[config.mk]
export PLATFORM = sky130hd
export DESIGN_NAME = ps2_host_tx
export DESIGN_NICKNAME = d
export VERILOG_FILES = /design/src/rtl/ps2_host_tx.sv
export SDC_FILE = /design/constraint.sdc
export NUM_CORES = 1
export LEC_CHECK = 0
export ABC_CLOCK_PERIOD_IN_PS = 3800
export CORE_MARGIN = 1
export CORE_UTILIZATION = 45
export CTS_BUF_LIST = sky130_fd_sc_hd__clkbuf_8
export CTS_CLUSTER_DIAMETER = 100
export DETAILED_ROUTE_END_ITERATION = 10
export GPL_TIMING_DRIVEN = 0
export SLEW_MARGIN = 20
export SYNTH_ARGS = -nofsm -noshare
export SYNTH_HDL_FRONTEND = slang
export SYNTH_SLANG_ARGS = --single-unit
export TNS_END_PERCENT = 10
[constraint.sdc]
create_clock -name clk -period 3.8 [get_ports clk]
set_input_delay 0.76 -clock clk [delete_from_list [all_inputs] [get_ports clk]]
set_output_delay 0.76 -clock clk [all_outputs]
set_load 0.01 [all_outputs]
[src/rtl/ps2_host_tx.sv]
// Host-to-device PS/2 transmitter: inhibit, request-to-send, 11-bit frame, ACK check.
// Define PS2_TX_RETRY_EN to retry a failed frame up to c_retries extra times.
module ps2_host_tx #(
  parameter int c_clk_hz      = 25000000,
  parameter int c_inhibit_us  = 100,
  parameter int c_timeout_ms  = 15,
  parameter int c_filter_bits = 3,
  parameter int c_retries     = 2
) (
  input  logic       clk,
  input  logic       reset,
  input  logic       ps2_clk_in,
  input  logic       ps2_data_in,
  output logic       ps2_clk_oe,
  output logic       ps2_data_oe,
  input  logic [7:0] tx_data,
  input  logic       tx_valid,
  output logic       tx_ready,
  output logic       busy,
  output logic       done,
  output logic       ack_err,
  output logic       timeout
);

  localparam int c_inh   = c_clk_hz / 1000000 * c_inhibit_us;
  localparam int c_to    = c_clk_hz / 1000 * c_timeout_ms;
  localparam int c_inh_w = $clog2(c_inh + 1);
  localparam int c_to_w  = $clog2(c_to + 1);
  localparam logic [c_inh_w-1:0] c_inh_last = c_inh_w'(c_inh - 1);
  localparam logic [c_to_w-1:0]  c_to_last  = c_to_w'(c_to - 1);

  typedef logic [$clog2(c_retries + 2)-1:0] retry_cnt_t;

  typedef enum logic [2:0] {
    S_IDLE, S_INHIBIT, S_REQ, S_SHIFT, S_ACK, S_ACKEND
  } state_t;

  // Line conditioning: synchronise, then accept a level only after c_filter_bits equal samples.
  logic [1:0]               clk_sync, data_sync;
  logic [c_filter_bits-1:0] clk_hist, data_hist;
  logic                     clk_filt, data_filt, clk_filt_d;
  logic                     clk_fall;

  always_ff @(posedge clk) begin
    // NOTE: sequential state is written with non-blocking assignments so every register sees pre-edge values.
    if (reset) begin
      clk_sync   <= '1;
      data_sync  <= '1;
      clk_hist   <= '1;
      data_hist  <= '1;
      clk_filt   <= 1'b1;
      data_filt  <= 1'b1;
      clk_filt_d <= 1'b1;
    end else begin
      clk_sync   <= {clk_sync[0], ps2_clk_in};
      data_sync  <= {data_sync[0], ps2_data_in};
      clk_hist   <= {clk_hist[c_filter_bits-2:0], clk_sync[1]};
      data_hist  <= {data_hist[c_filter_bits-2:0], data_sync[1]};
      if (&clk_hist)       clk_filt <= 1'b1;
      else if (~|clk_hist) clk_filt <= 1'b0;
      if (&data_hist)       data_filt <= 1'b1;
      else if (~|data_hist) data_filt <= 1'b0;
      clk_filt_d <= clk_filt;
    end
  end

  assign clk_fall = clk_filt_d & ~clk_filt;

  state_t             state, state_n;
  logic [c_inh_w-1:0] inh_cnt, inh_cnt_n;
  logic [c_to_w-1:0]  to_cnt, to_cnt_n;
  logic [3:0]         bit_cnt, bit_cnt_n;
  logic [9:0]         sr, sr_n;
  logic               clk_oe_n, data_oe_n, done_n, ack_err_n, timeout_n;
  logic               fail_ack, fail_to, to_hit;
`ifdef PS2_TX_RETRY_EN
  retry_cnt_t         retry_cnt, retry_cnt_n;
`endif

  assign to_hit = (to_cnt == c_to_last);

  always_comb begin
    // NOTE: every signal assigned here gets a default first, so no path can infer a latch.
    state_n   = state;
    inh_cnt_n = inh_cnt;
    to_cnt_n  = to_cnt;
    bit_cnt_n = bit_cnt;
    sr_n      = sr;
    clk_oe_n  = ps2_clk_oe;
    data_oe_n = ps2_data_oe;
    done_n    = 1'b0;
    ack_err_n = 1'b0;
    timeout_n = 1'b0;
    fail_ack  = 1'b0;
    fail_to   = 1'b0;
`ifdef PS2_TX_RETRY_EN
    retry_cnt_n = retry_cnt;
`endif
    if (state inside {S_REQ, S_SHIFT, S_ACK, S_ACKEND}) to_cnt_n = to_cnt + 1'b1;

    // A line event in the same cycle as the timeout limit always takes priority.
    case (state)
      S_IDLE: if (tx_valid) begin
        sr_n      = {1'b1, ~^tx_data, tx_data};
        clk_oe_n  = 1'b1;
        inh_cnt_n = '0;
        state_n   = S_INHIBIT;
`ifdef PS2_TX_RETRY_EN
        retry_cnt_n = '0;
`endif
      end
      S_INHIBIT: if (inh_cnt == c_inh_last) begin
        clk_oe_n  = 1'b0;
        data_oe_n = 1'b1;
        to_cnt_n  = '0;
        state_n   = S_REQ;
      end else begin
        inh_cnt_n = inh_cnt + 1'b1;
      end
      S_REQ: if (clk_fall) begin
        bit_cnt_n = '0;
        state_n   = S_SHIFT;
      end else if (to_hit) fail_to = 1'b1;
      S_SHIFT: if (clk_fall) begin
        data_oe_n = ~sr[bit_cnt];
        bit_cnt_n = bit_cnt + 1'b1;
        if (bit_cnt == 4'd9) state_n = S_ACK;
      end else if (to_hit) fail_to = 1'b1;
      S_ACK: if (clk_fall) begin
        if (data_filt) fail_ack = 1'b1;
        else           state_n  = S_ACKEND;
      end else if (to_hit) fail_to = 1'b1;
      S_ACKEND: if (clk_filt && data_filt) begin
        clk_oe_n  = 1'b0;
        data_oe_n = 1'b0;
        done_n    = 1'b1;
        state_n   = S_IDLE;
      end else if (to_hit) fail_to = 1'b1;
      default: state_n = S_IDLE;
    endcase

    if (fail_ack || fail_to) begin
      clk_oe_n  = 1'b0;
      data_oe_n = 1'b0;
`ifdef PS2_TX_RETRY_EN
      if (retry_cnt < retry_cnt_t'(c_retries)) begin
        retry_cnt_n = retry_cnt + 1'b1;
        clk_oe_n    = 1'b1;
        inh_cnt_n   = '0;
        state_n     = S_INHIBIT;
      end else begin
        ack_err_n = fail_ack;
        timeout_n = fail_to;
        state_n   = S_IDLE;
      end
`else
      ack_err_n = fail_ack;
      timeout_n = fail_to;
      state_n   = S_IDLE;
`endif
    end
  end

  always_ff @(posedge clk) begin
    if (reset) begin
      state       <= S_IDLE;
      inh_cnt     <= '0;
      to_cnt      <= '0;
      bit_cnt     <= '0;
      sr          <= '0;
      ps2_clk_oe  <= 1'b0;
      ps2_data_oe <= 1'b0;
      done        <= 1'b0;
      ack_err     <= 1'b0;
      timeout     <= 1'b0;
`ifdef PS2_TX_RETRY_EN
      retry_cnt   <= '0;
`endif
    end else begin
      state       <= state_n;
      inh_cnt     <= inh_cnt_n;
      to_cnt      <= to_cnt_n;
      bit_cnt     <= bit_cnt_n;
      sr          <= sr_n;
      ps2_clk_oe  <= clk_oe_n;
      ps2_data_oe <= data_oe_n;
      done        <= done_n;
      ack_err     <= ack_err_n;
      timeout     <= timeout_n;
`ifdef PS2_TX_RETRY_EN
      retry_cnt   <= retry_cnt_n;
`endif
    end
  end

  assign tx_ready = (state == S_IDLE);
  assign busy     = ~tx_ready;

endmodule

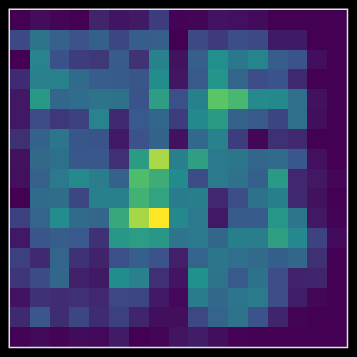
Fig. 1. Signal metal coverage by tile.
(4 px per um) The die is cut into 17 by 17 equal tiles; dark purple is low, yellow is high, scaled to the fullest tile. Values are wire area over tile area, all layers added.
7.6% of the tiles are over half the peak. The mean over all tiles is 0.13. The fullest tile reaches 0.55.
total number of vias: 2472
routed length per instance: 12.86 um
GRT Overall Usage: 0.1860
Routed WL: 6030 um

==> run_results.csv <==
group,metric,value,unit
pwr,finalPower,0.001506,W
yosys,simple_gate_share,0.2863,
cells_and_area,comb_area,1642,sq um
cts,clock_latency,340,ps
final_timing,fmax,373.8,MHz
route,highest_layer,"met4",
yosys,synth_flop_count,66,
die,die-area,7092,sq um
setup_path,crit_arrival,1920,ps
pwr,pwr-share-seq,0.473,
setup_path,cp-end-kind,"primary output",
yosys,syn_nets,375,
global_routing,grt_most_used_layer,"met2",
cells_and_area,ff_count,66,
outcome,outcome,"complete, no violations",
yosys,ys_seq_share,0.4344,
global_routing,grt_max_degree,13,
place,placed_cell_area,3318,sq um
setup_path,slowest_delay,530,ps
cells_and_area,final_common_cell,"dfxtp_1",
cells_and_area,areaGrowthSynthToFinish,17.07,%
cells_and_area,fin_nets,404,
final_timing,rsz0062_at_grt,"no",
cts,htreeDepth,3,
final_timing,setup_viol,0,
place,gp_routability_congestion,0.8496,
setup_path,rrSetupSlack,1360,ps
yosys,xor_share,0.09214,
place,pre_cts_slack,1087,ps
cells_and_area,n_all_inverters,5,
final_timing,slew_headroom,0.4406,
cells_and_area,stdcell_area,3561,sq um
final_timing,holdWs,412.8,ps
cells_and_area,fin_util,0.5545,
pwr,p_comb,0.0000889,W
pwr,p_seq,0.000712,W
yosys,ys_area,3042,sq um
pwr,power-top-group,"registers",
setup_path,timing.critical_path.from,"state[1]$_SDFFE_PP0P_",
cells_and_area,final_cell_mix,"dfxtp_1, nand2_1, nor2_1",
final_timing,hold_viol_final,0,
final_timing,tightest_slew,831.4,ps
yosys,top_cells_by_count,"dfxtp_1, nand2_1, nor2_1, a21oi_1, xnor2_1",
yosys,topCombFamilyByArea,"simple AND/OR/NAND/NOR gates",
die,ios,20,
yosys,ff_type,"dfxtp_1",
route,drtPass1Iterations,4,
cells_and_area,nClkBuffers,9,
route,dr.first_iter.drc_count,120,
setup_path,cp_max_fo,10,
final_timing,drv_slew,0,
yosys,ys_sh_adder,0.01645,
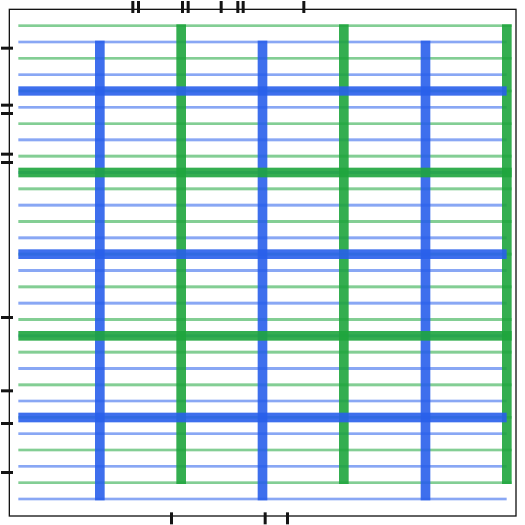
Fig. 2. Supply network.
(6 px per um) Pins as bars on the die edge.
VDD: marked green. VSS: marked blue.
5 straps on met5. 6 straps on met4. 20 signal pins sit on the boundary.
Chip Width: 84.22 um
maximum VDD drop: 230.5 uV
core outline area: 6422 sq um
Die Y: 84.22 um

Power and IR drop assume default switching activity.
